## config.mk

```make
export PLATFORM = sky130hd
export DESIGN_NAME = enum_sequencer
export DESIGN_NICKNAME = d
export VERILOG_FILES = /design/src/rtl/width_enum_pkg.sv /design/src/rtl/enum_dwell_timer.sv /design/src/rtl/enum_sequencer.sv
export SDC_FILE = /design/constraint.sdc
export NUM_CORES = 1
export LEC_CHECK = 0
export ABC_AREA = 1
export CORE_MARGIN = 8
export CORE_UTILIZATION = 40
export CTS_BUF_LIST = sky130_fd_sc_hd__clkbuf_4 sky130_fd_sc_hd__clkbuf_8 sky130_fd_sc_hd__clkbuf_16
export CTS_CLUSTER_DIAMETER = 30
export DETAILED_ROUTE_END_ITERATION = 8
export MAX_ROUTING_LAYER = met4
export SKIP_LAST_GASP = 1
export SYNTH_ARGS = -nofsm -noshare
export SYNTH_HDL_FRONTEND = slang
export SYNTH_HIERARCHICAL = 1
export SYNTH_SLANG_ARGS = --single-unit
```

## constraint.sdc

```tcl
create_clock -name clk -period 4.1 [get_ports clk]
set_input_delay 0.41 -clock clk [delete_from_list [all_inputs] [get_ports clk]]
set_output_delay 0.41 -clock clk [all_outputs]
set_load 0.01 [all_outputs]
```

## src/rtl/width_enum_pkg.sv

```systemverilog
// rtl/width_enum_pkg.sv - shared enum code set, sequencer state encoding and code stepping
package width_enum_pkg;

  localparam logic [3:0] E0 = 4'h0;
  localparam logic [3:0] E1 = 4'd5;
  localparam logic [3:0] E2 = 4'd6;
  localparam logic [3:0] E3 = 4'h7;
  localparam logic [3:0] E4 = 4'b1010;

  typedef enum logic [1:0] {
    S_IDLE    = 2'd0,
    S_PRESENT = 2'd1,
    S_DWELL   = 2'd2
  } seq_state_e;

  // E4 and anything outside the run map to E0 so the caller can detect the end.
  function automatic logic [3:0] next_code(input logic [3:0] code);
    case (code)
      E1:      next_code = E2;
      E2:      next_code = E3;
      E3:      next_code = E4;
      default: next_code = E0;
    endcase
  endfunction

endpackage

```

## src/rtl/enum_dwell_timer.sv

```systemverilog
// rtl/enum_dwell_timer.sv - loadable dwell down-counter with hold and expire strobe
module enum_dwell_timer #(
  parameter int DWELL_W = 8
) (
  input  logic               clk,
  input  logic               rst,
  input  logic               load,
  input  logic [DWELL_W-1:0] load_val,
  input  logic               hold,
  output logic               expire
);

  logic [DWELL_W-1:0] count_q, count_d;

  // Floor at 1 so the counter never wraps while the FSM sits in DWELL.
  always_comb begin
    count_d = count_q;
    if (load) begin
      count_d = load_val;
    end else if (!hold && (count_q > DWELL_W'(1))) begin
      count_d = count_q - DWELL_W'(1);
    end
  end

  always_ff @(posedge clk) begin
    if (rst) begin
      count_q <= '0;
    end else begin
      count_q <= count_d;
    end
  end

  assign expire = (count_q == DWELL_W'(1)) && !hold;

endmodule

```

## src/rtl/enum_sequencer.sv

```systemverilog
// rtl/enum_sequencer.sv - steps E1..E4 onto a valid/ready handshake with a dwell gap after each code
module enum_sequencer
  import width_enum_pkg::*;
#(
  parameter int DWELL_W = 8
) (
  input  logic               clk,
  input  logic               rst,
  input  logic               start,
  input  logic [DWELL_W-1:0] dwell,
  input  logic               hold,
  output logic [3:0]         e_code,
  output logic               e_valid,
  input  logic               e_ready,
  output logic               busy,
  output logic               done
);

  seq_state_e         state_q, state_d;
  logic [3:0]         code_q, code_d;
  logic [DWELL_W-1:0] dwell_q, dwell_d;
  logic               done_q, done_d;
  logic               timer_load;
  logic               timer_expire;
  logic               advance;

  enum_dwell_timer #(.DWELL_W(DWELL_W)) u_timer (
    .clk      (clk),
    .rst      (rst),
    .load     (timer_load),
    .load_val (dwell_q),
    .hold     (hold),
    .expire   (timer_expire)
  );

  always_comb begin
    state_d    = state_q;
    code_d     = code_q;
    dwell_d    = dwell_q;
    done_d     = 1'b0;
    timer_load = 1'b0;
    advance    = 1'b0;

    case (state_q)
      S_IDLE: begin
        if (start) begin
          dwell_d = dwell;
          code_d  = E1;
          state_d = S_PRESENT;
        end
      end
      S_PRESENT: begin
        if (e_ready) begin
          if (dwell_q == '0) begin
            advance = 1'b1;
          end else begin
            timer_load = 1'b1;
            state_d    = S_DWELL;
          end
        end
      end
      S_DWELL: begin
        if (timer_expire) begin
          advance = 1'b1;
        end
      end
      default: state_d = S_IDLE;
    endcase

    // Shared by the zero-dwell handshake and the dwell expiry.
    if (advance) begin
      if (code_q == E4) begin
        state_d = S_IDLE;
        code_d  = E0;
        done_d  = 1'b1;
      end else begin
        code_d  = next_code(code_q);
        state_d = S_PRESENT;
      end
    end
  end

  always_ff @(posedge clk) begin
    if (rst) begin
      state_q <= S_IDLE;
      code_q  <= E0;
      dwell_q <= '0;
      done_q  <= 1'b0;
    end else begin
      state_q <= state_d;
      code_q  <= code_d;
      dwell_q <= dwell_d;
      done_q  <= done_d;
    end
  end

  assign e_code  = code_q;
  assign e_valid = (state_q == S_PRESENT);
  assign busy    = (state_q != S_IDLE);
  assign done    = done_q;

endmodule
```

### Cell classes on the final placement

Bar = 20 um. Fill, decap, tap and diode cells in gray.
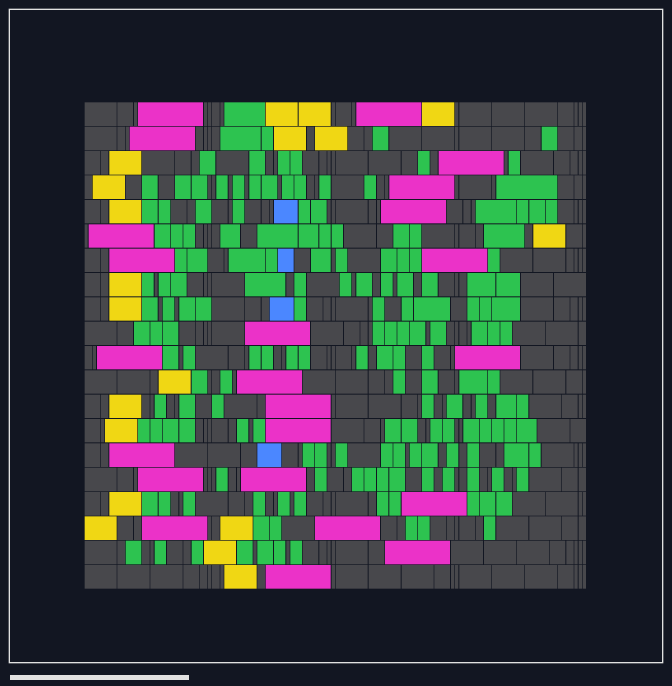
legend:
  remaining buffers and delay cells:
    color: yellow
    cells: 19
    share_of_their_area: 13%
  combinational and other logic:
    color: green
    cells: 172
    share_of_their_area: 55%
  clock drivers and dummy loads:
    color: blue
    cells: 4
    share_of_their_area: 1.8%
  sequential cells:
    color: magenta
    cells: 23
    share_of_their_area: 31%
sequential cell area share: 0.296
core area: 3050 sq um
Rows: 20

### Signal wires on met2

Bar = 20 um.
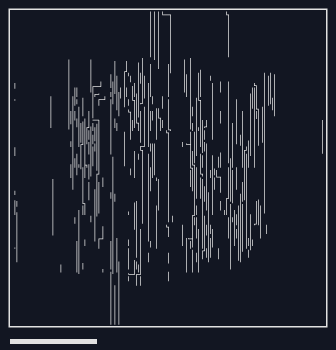
wire length on this layer: 1,540 um
main direction: vertical
nets with wire on the layer: 174
met2 global-route usage: 0.228
total vias in the final route: 1,243

### Clock network drawn from the DEF

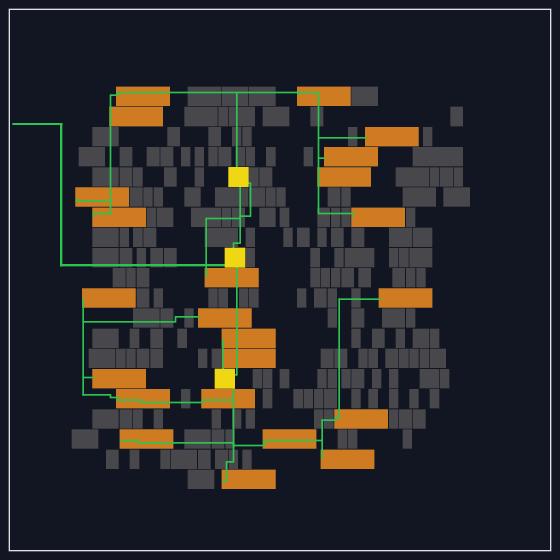
legend:
  clock wires:
    color: green
    length: 325 um
  clock drivers:
    color: yellow
    count: 3
  flip-flops:
    color: orange
    count: 23
routed clock nets: 4

==> changes_impl.md <==
### Physical design

* DRC viols at 0
* #MultiIn Comb at 150
* Worst Path Required at 4290 ps
* Cts bufs inserted at 3
* Crit path kind: flip-flop to flip-flop
* Inst Count DP at 258
* Hold path depth at 2
* Remaining Overflow, GRT at 0
* Net switching power at 438 uW
* CTS Buffer Depth at 2
* Largest cell class: combinational gates
* Die Y at 72.8 um
* Hold Crit Class: flip-flop to flip-flop
* Synth unique cells at 22
* Synth cell count leaders: nand2_1 (44), nor2_1 (41), dfxtp_1 (23)
* Largest net degree at the start of global routing at 14
* Fraction of the mapped netlist area in adder cells at 0.0581
* Post-Syn Area at 1290 sq um
* Slew @ Worst Pin at 658 ps
* Seq group at 350 uW
* Mapped Cells at 197
* Final Hold Fails at 0
* Comb/total area at 0.475
* Chip Area at 5310 sq um
* DP Area at 1530 sq um
* Status: complete, no violations
* Vias in the first global route at 1,241
* Top delay family on crit path: simple AND/OR/NAND/NOR gates
* Most numerous logic cells after layout: nand2_1 (44), nor2_1 (41), dfxtp_1 (23)
* Layout cells sized above 1 at 0.0642
* Well Taps at 44
* Finish-stage setup viols at 0
* Layout Nets at 238
* Critical Path Start Type: flip-flop
* Tool Warnings at 30
* Tot Pwr at 959 uW
* Slew HR at 0.560
* Fp util at 0.423
* Final worst clock skew at 9.47 ps
* Worst R2R Start: state_q[1]$_SDFFE_PP0P_
* Share of the synthesized area in the top cell type at 0.356
* Pint at 521 uW
* Top-count cell post-synth: nand2_1
* Avg WL per Cell at 11.6 um
* Final WL at 3040 um
* Non-CTS inverters at 22
* Postcts setup bufs at 0
* Critical Path Max Stage Delay at 520 ps
* Die Wd at 72.8 um
* MaxCap Viol Count at 0
* Avg Cell Area, Syn at 6.56 sq um
* R2R Path End: u_timer/count_q[2]$_SDFFE_PP0P_
* Worst Slack Setup Final at 2020 ps
* Post-CTS Resized at 0
* Post-synth seq share at 0.356
* Critical Path Start: state_q[1]$_SDFFE_PP0P_
* Post-Synthesis Net Count at 216
* Met2 routed WL at 1540 um
* Tcrit/Tclk final at 0.508
* H-tree depth at 1
* Global-route wire length before repair at 5290 um
* Root Buffer: clkbuf_4
* Crit path to: u_timer/count_q[2]$_SDFFE_PP0P_
* Drt pass-1 iters at 5
* N_diodes at 0
* Primary FF master, synth: dfxtp_1
* # hold bufs at CTS at 0
* Final Instance Area at 1560 sq um
* RSZ-0062 raised after global routing: no
* Chip Area, Yosys at 1290 sq um
* Signal buffers at 19
* HP Start: e_code[3]$_SDFFE_PP0P_
* CP Buf/Inv Count at 3
* Initial antenna violation count at 0
* CP endpoint kind: flip-flop
* Clk pwr share at 0.113
* Met3 Use GR at 0.0220
* Via/cell ratio at 4.74
* Hold Path Sink: e_code[3]$_SDFFE_PP0P_
* Comb pwr share at 0.522
* Clk slew on worst S/H paths at 130 ps
* Sequential power share at 0.365
* CTS tree: yes
* Largest area contributor in the netlist: dfxtp_1
* Power Density at 616 nW/um^2
* Clock group total power at 108 uW
* Clock sinks at 23
* Most frequent logic cell in the layout: nand2_1
* # Cells Yosys at 197
* Peak VDD IR at 0.000306 V
* Worst-skew pair later-pin latency at 320 ps
* Signal buf overhead at 0.122
* Setup TNS at 0 ps
* Register area at 460 sq um
* Total GRT Usage at 0.126
* CP Cell Sequence: inv_1 -> ha_1 -> nand2_1 -> nor2_1 -> inv_1 -> nand2_4 -> clkinv_2 -> nand2_1 -> a21oi_1
* Top sig layer: met4
* Met1 Routed Length at 1410 um
* Xor/xnor share at 0.0203
* Mux frac, synth at 0
* Top cells, area: dfxtp_1 (36%), nand2_1 (13%), nor2_1 (12%)
* Final min period at 2080 ps
* Hpwl dp at 2380 um
* Asr flop ratio synth at 0
* Comb group at 501 uW
* YS warnings at 6
* Slowest-stage cell, CP: nor2_1
* Crit path DAT at 2280 ps
* R2R setup slack at 2020 ps
* Simple share at 0.375
* Crit path max fanout at 12
* Detailed Route Iter0 Violations at 43
* Worst slack at placement at 1770 ps
* Antenna-violating nets left at 0
* CLK BUF at 3
* ClkCell Share at 0.0177
* Count of library flops with an enable pin at 0
* Core Util, Final at 0.510
* Top power group: combinational logic
* Switching Fraction at 0.456
* Synth flops at 23
* Aoi share at 0.119
* Global route hottest layer: met2
* Worst hold slack at 509 ps
* Critical Path Stages at 9
* R2R depth at 9
* Leak pwr at 0.000703 uW
* # IOs at 20
* Comb area at 739 sq um
* M1 GR Usage at 0.133
* Dominant comb cell: simple AND/OR/NAND/NOR gates
* IO Port Bufs at 19
### Placed standard cells

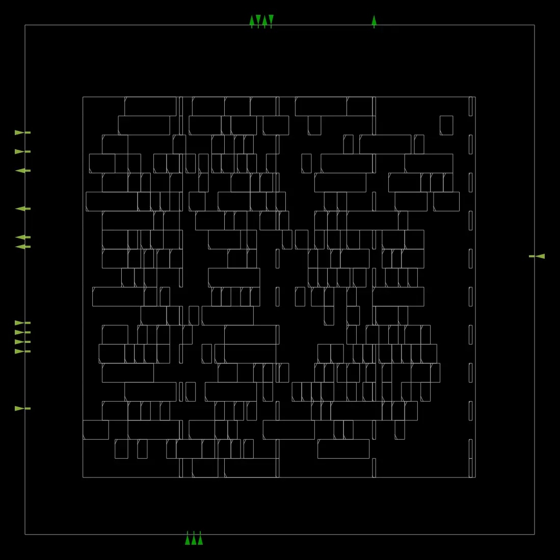
Finished Layout Cells: 262
fill cell count: 339
Seq cells: 23

### PDN straps and rails

Pins as bars on the die edge. Tap cells in gray.
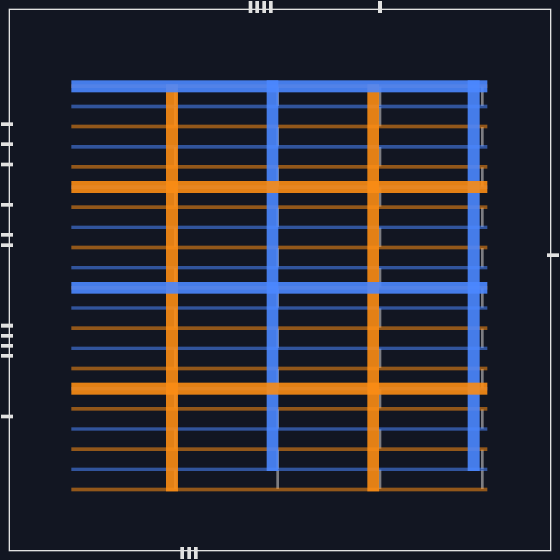
legend:
  VSS:
    color: orange
  VDD:
    color: blue
met5 straps: 4
met1 rails: 21
met4 straps: 4

Power figures rest on the tool's default switching activity, not on a simulated workload.
